run_1/wire_density.png
Scale: 3 px per µm. 25 x 25 tiles, from dark blue (low) to red (high), scaled to the fullest tile. Values are wire area over tile area, all layers added.
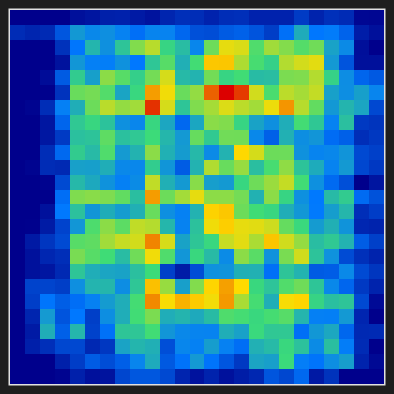
run_1/final_congestion.png
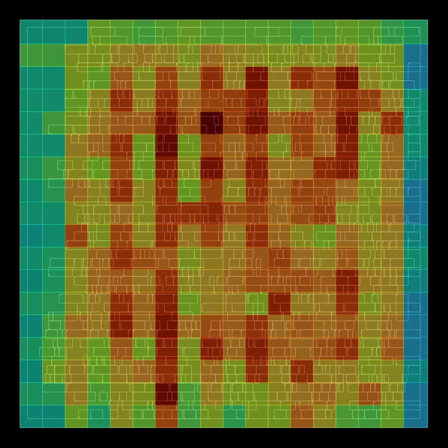
run_1/met3.png
Scale: 4 px per µm.
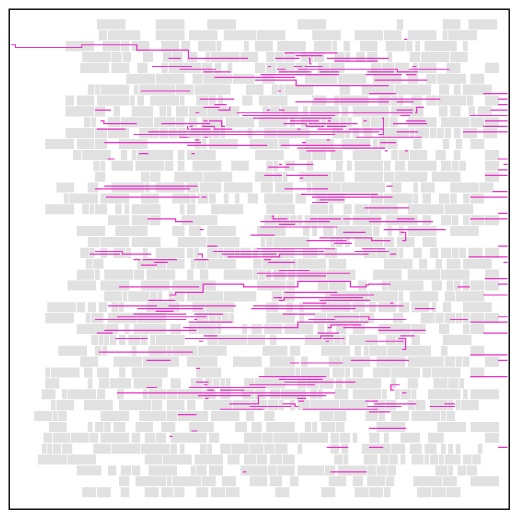
Design imm_table_unit_flat, sky130hd; sources not shown.
==> out/summary.rpt, run 1 <==
TIMING
--------------------------------------------------------------------------------------
Final Hold Slack                                                              485.6 ps
Relative slew margins                                                           0.3789
RSZ-0062 raised after global routing                                                no
Worst setup slack after layout                                                773.5 ps
Maximum clock skew at final layout                                            6.161 ps
Total negative slack for setup checks                                             0 ps

LAYOUT
--------------------------------------------------------------------------------------
Number of nets in the finished design                                              882
Cell class with the largest area share                                     logic gates
Area occupied by multi-input gates                                            4838 µm²
Finished Cell Area                                                            9450 µm²
Logic share of the area                                                         0.5120
Data-path buffer share of cell area in the final layout                        0.06779
Number of ordinary inverters in the final layout                                     6
Diodes inserted                                                                      0
Top Layout Cells                                                          154 x dfxtp_1, 118 x nor2_1, 61 x a22oi_1
Footprint of the flip-flops and latches                                       3104 µm²
Final-layout clock buffer total                                                     20
Commonest Layout Cell                                                                dfxtp_1

FLOORPLAN
--------------------------------------------------------------------------------------
Share of the core filled by cells before placement                              0.6076
Number of placement rows                                                            44

LOGIC SYNTHESIS
--------------------------------------------------------------------------------------
Synthesized cell area                                                         8731 µm²
Yosys simple share                                                              0.1654
Post-synthesis cell count                                                          890
Max-area cell share                                                             0.3554
Yosys top cell by area                                                         dfxtp_1
Adder-cell share of the synthesized area                                      0.007165
Share of synthesized area spent on multiplexers                                 0.1023
Post-synthesis register bit count                                                  155
Yosys-reported design area after synthesis                                    8731 µm²
Primary FF master, synth                                                       dfxtp_1
Count of warnings emitted by yosys                                                   6
Post-synth ARST share                                                                0

GLOBAL ROUTE
--------------------------------------------------------------------------------------
Total grt overflow                                                                   0
Met2 layer usage reported by global route                                       0.5002
Antenna violations before repair                                                     0
Highest-utilization routing layer at the global route stage                       met2

CRITICAL PATH
--------------------------------------------------------------------------------------
Maximum fanout along the worst path                                                 30
Crit path max-delay family                                                buffers and inverters
Reg2reg setup slack                                                             970 ps
Cells traversed along the worst timing path                               buf_4 > clkdlybuf4s50_1
CP endpoint kind                                                           output port
Critical path launch point type                                              flip-flop
Worst Path Arrival                                                             2330 ps

CLOCK TREE
--------------------------------------------------------------------------------------
H-tree levels                                                                        4
Number of resized instances in the post-cts repair step                              0
CTS tree                                                                          done
Number of clock buffers inserted by TritonCTS                                       17
Clock root cell                                                              clkbuf_16

PWR
--------------------------------------------------------------------------------------
Logic gate share of total power                                                  0.138
Power per Cell Area                                                       474.7 nW/µm²
Static power due to leakage                                                   3.319 nW
Worst IR Drop VDD                                                            0.3463 mV
Switching power share of the total                                              0.2620
Combinational group power                                                     0.621 mW

PLACE
--------------------------------------------------------------------------------------
Post-Place Cells                                                                 1,014
Weighted congestion reported at the end of routability-driven placement         0.8743
Area after detailed placement                                                 8838 µm²
Port Buffer Count                                                                   45

OUTCOME
--------------------------------------------------------------------------------------
Run status                                                                finished, final reports clean

ROUTE
--------------------------------------------------------------------------------------
Routed via count divided by cell count                                           7.064
Max layer used                                                                    met4

Back to the opening pictures, wire_density.png:
emptiest ninth of the die	bottom left
fullest tile	0.79
nearly empty tiles	9.6%
densest ninth of the die	middle
detailed-route wire length per cell: 23.60 µm
aggregate global-route resource usage: 0.3146

Back to the opening pictures, final_congestion.png:
final standard cell utilization of the core: 0.6577
GR Layer Usage met1: 0.4281

Back to the opening pictures, met3.png:
main direction	horizontal
nets with wire on the layer	146
longest straight run	57.5 µm
wire length on this layer	2,460 µm
share of all routed wire	10%
number of vias after detailed routing: 7,389
Detailed Route WL: 24,690 µm
routing usage on met3: 0.06615

run_1/met2.png
Scale: 4 px per µm.
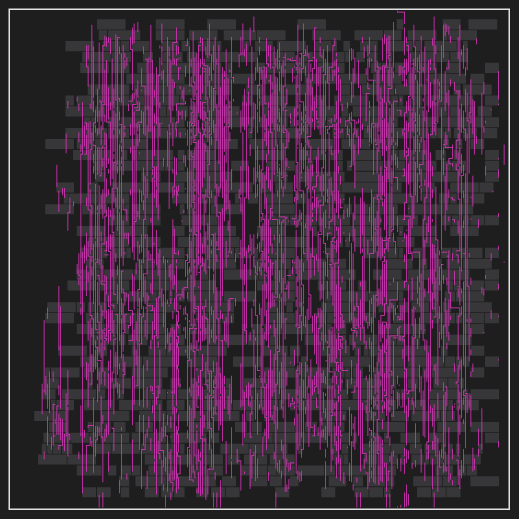

==> run 2: changes to the inputs <==
--- a/config.mk
+++ b/config.mk
@@ -6,7 +6,7 @@
 export NUM_CORES = 1
 export LEC_CHECK = 0
 export CORE_MARGIN = 2
-export CORE_UTILIZATION = 60
+export CORE_UTILIZATION = 55
 export DETAILED_ROUTE_END_ITERATION = 8
 export PLACE_DENSITY_LB_ADDON = 0.15
 export SYNTH_ARGS = -nofsm -noshare
==> constraint.sdc (replaced) <==
create_clock -name clk -period 2.2 [get_ports clk]
set_input_delay 0.22 -clock clk [delete_from_list [all_inputs] [get_ports clk]]
set_output_delay 0.22 -clock clk [all_outputs]
set_load 0.01 [all_outputs]
run_2/met2.png
Scale: 4 px per µm.
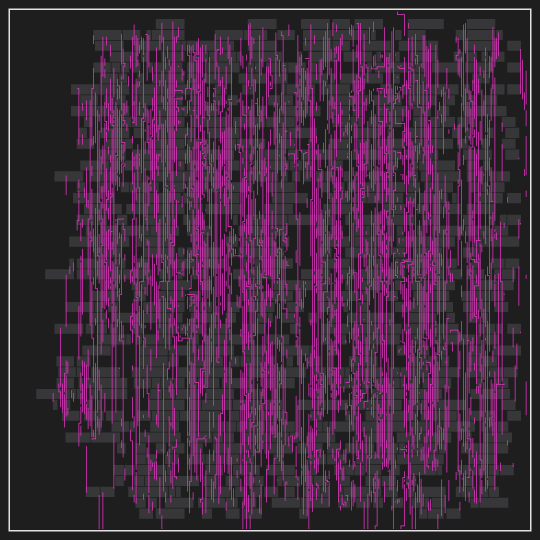
wire length on this layer	12,800 µm
main direction	vertical
longest straight run	56.8 µm
number of vias after detailed routing: 7,593
Detailed Route WL: 26,850 µm
met2 layer usage reported by global route: 0.5390

==> run 2 against run 1 <==
Sequential power is 56% higher. Worst setup slack got worse by 570 ps. Clock-buffer cell count down 3. Routed wire length is 8.8% higher. First-iteration DRC count shrank 14%. Non-clock buffer count increased by 50. Sequential share of layout area is 1.8 points lower. Utilization is 2.2 points lower. Clock power increased by 55%. Via count up 2.8%. Worst hold slack worse by 140 ps. Critical path type is now flip-flop to flip-flop. Largest power group is now registers.
==> out/summary.rpt, run 2 <==
OUTCOME
--------------------------------------------------------------------------------------
Run status                                                                finished, final reports clean

CLOCK TREE
--------------------------------------------------------------------------------------
CTS tree                                                                          done
Register clock-pin slew on the reported worst setup and hold paths               60 ps
Number of resized instances in the post-cts repair step                              0   unchanged
Number of clock buffers inserted by TritonCTS                                       17   unchanged
H-tree levels                                                                        4   unchanged
Clock latency on the worst-skew pair                                            430 ps
Clock root cell                                                              clkbuf_16

TIMING
--------------------------------------------------------------------------------------
Total negative slack for setup checks                                             0 ps   unchanged
Final Hold Slack                                                              340.9 ps   -144.6 ps
# setup viols final                                                                  0
Relative slew margins                                                           0.5318   +0.1530
Worst setup slack after layout                                                208.2 ps   -565.3 ps
RSZ-0062 raised after global routing                                                no
Maximum clock skew at final layout                                            6.738 ps   +0.5771 ps
Final min period                                                               1992 ps

LAYOUT
--------------------------------------------------------------------------------------
Number of ordinary inverters in the final layout                                     6   unchanged
Cell class with the largest area share                                     logic gates
Footprint of the flip-flops and latches                                       3104 µm²   unchanged
Finished Cell Area                                                            9990 µm²   +5.7%
Area occupied by multi-input gates                                            4838 µm²   unchanged
Number of nets in the finished design                                              932   +5.7%
Layout sequential cell count                                                       155
Commonest Layout Cell                                                                dfxtp_1
Top Layout Cells                                                          154 x dfxtp_1, 118 x nor2_1, 63 x buf_4
Diodes inserted                                                                      0   unchanged
Count of plain and timing-repair buffers in the layout                             120
Final standard cell utilization of the core                                     0.6358   -0.02193
Area added between synthesis and finish                                         14.42%
Share of final-layout standard cells stronger than drive strength 1             0.2752
Logic share of the area                                                         0.4843   -0.02764
Final-layout clock buffer total                                                     17   -15%
Data-path buffer share of cell area in the final layout                         0.1155   +0.04769

PLACE
--------------------------------------------------------------------------------------
Weighted congestion reported at the end of routability-driven placement         0.8926   +2.1%
Post-Place Cells                                                                 1,096   +8.1%
Setup slack at placement                                                      76.14 ps
Port Buffer Count                                                                   45   unchanged
Area after detailed placement                                                 9392 µm²   +6.3%

PWR
--------------------------------------------------------------------------------------
Static power due to leakage                                                   3.606 nW   +8.7%
Logic gate share of total power                                                  0.155   +0.017
Flop+latch power                                                               3.01 mW
Switching power share of the total                                              0.2716   +0.009550
Leading power group                                                          registers
Power per Cell Area                                                       713.5 nW/µm²   +50%
Combinational group power                                                      1.11 mW   +79%
Worst IR Drop VDD                                                            0.6610 mV   +91%

CRITICAL PATH
--------------------------------------------------------------------------------------
Cells traversed along the worst timing path                               and3_1 > buf_4 > a22o_4 > nor2_1 > nor3_1
CP endpoint kind                                                             flip-flop
Maximum fanout along the worst path                                                 16   -47%
Worst Path Arrival                                                             2330 ps   about the same
Critical path launch point type                                              flip-flop
Stages on the worst setup path                                                       5
Reg2reg setup slack                                                             210 ps   -760 ps
Crit path max-delay family                                                simple AND/OR/NAND/NOR gates

LOGIC SYNTHESIS
--------------------------------------------------------------------------------------
Count of warnings emitted by yosys                                                   6   unchanged
Yosys top cell by area                                                         dfxtp_1
Post-synth ARST share                                                                0   unchanged
Adder-cell share of the synthesized area                                      0.007165   unchanged
Post-synthesis register bit count                                                  155   unchanged
# Cells Yosys                                                                      890
Synthesized cell area                                                         8731 µm²   unchanged
Main kind of combinational logic by area                                  AND-OR/OR-AND gates
Max-area cell share                                                             0.3554   unchanged
Primary FF master, synth                                                       dfxtp_1
Yosys simple share                                                              0.1654   unchanged
Yosys-reported design area after synthesis                                    8731 µm²   unchanged
Post-synthesis cell count                                                          890   unchanged
Average instance area after synthesis                                        9.810 µm²
EDFF count, synth                                                                    0
AO/OA Area Share                                                                0.2763
Share of synthesized area spent on multiplexers                                 0.1023   unchanged

GLOBAL ROUTE
--------------------------------------------------------------------------------------
GR Layer Usage met1                                                             0.4179   -0.01024
Highest-utilization routing layer at the global route stage                       met2
Total grt overflow                                                                   0   unchanged
Routing usage on met3                                                          0.07093   +0.004780
Antenna violations before repair                                                     0   unchanged

MIN PATH
--------------------------------------------------------------------------------------
Worst Hold Path Cells                                                                3

FLOW RUN
--------------------------------------------------------------------------------------
Max-cap violation count                                                              0

ROUTE
--------------------------------------------------------------------------------------
Routed via count divided by cell count                                           6.731   -4.7%
Iter 0 DRT Violations                                                            1,011
Routed wire length on met2                                                   12,800 µm
Max layer used                                                                    met4

FLOORPLAN
--------------------------------------------------------------------------------------
Share of the core filled by cells before placement                              0.5557   -0.05197
Number of placement rows                                                            46   +4.5%
DIE HEIGHT                                                                    130.0 µm

run_2/wire_density.png
Scale: 3 px per µm. 26 x 26 tiles, from dark blue (low) to red (high), scaled to the fullest tile. Values are wire area over tile area, all layers added.
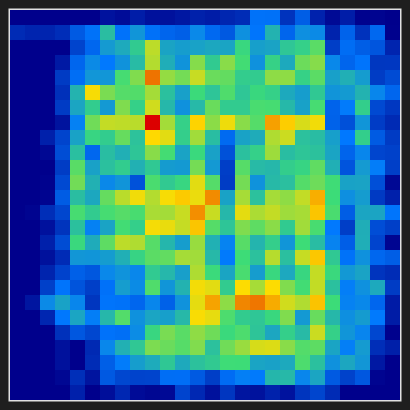
nearly empty tiles	14%
tiles over half the peak	25%
densest ninth of the die	middle
emptiest ninth of the die	bottom left
mean over tiles	0.26
fullest tile	0.80
detailed-route wire length per cell: 23.80 µm
aggregate global-route resource usage: 0.3259

Power is estimated from default activity; no workload was simulated.
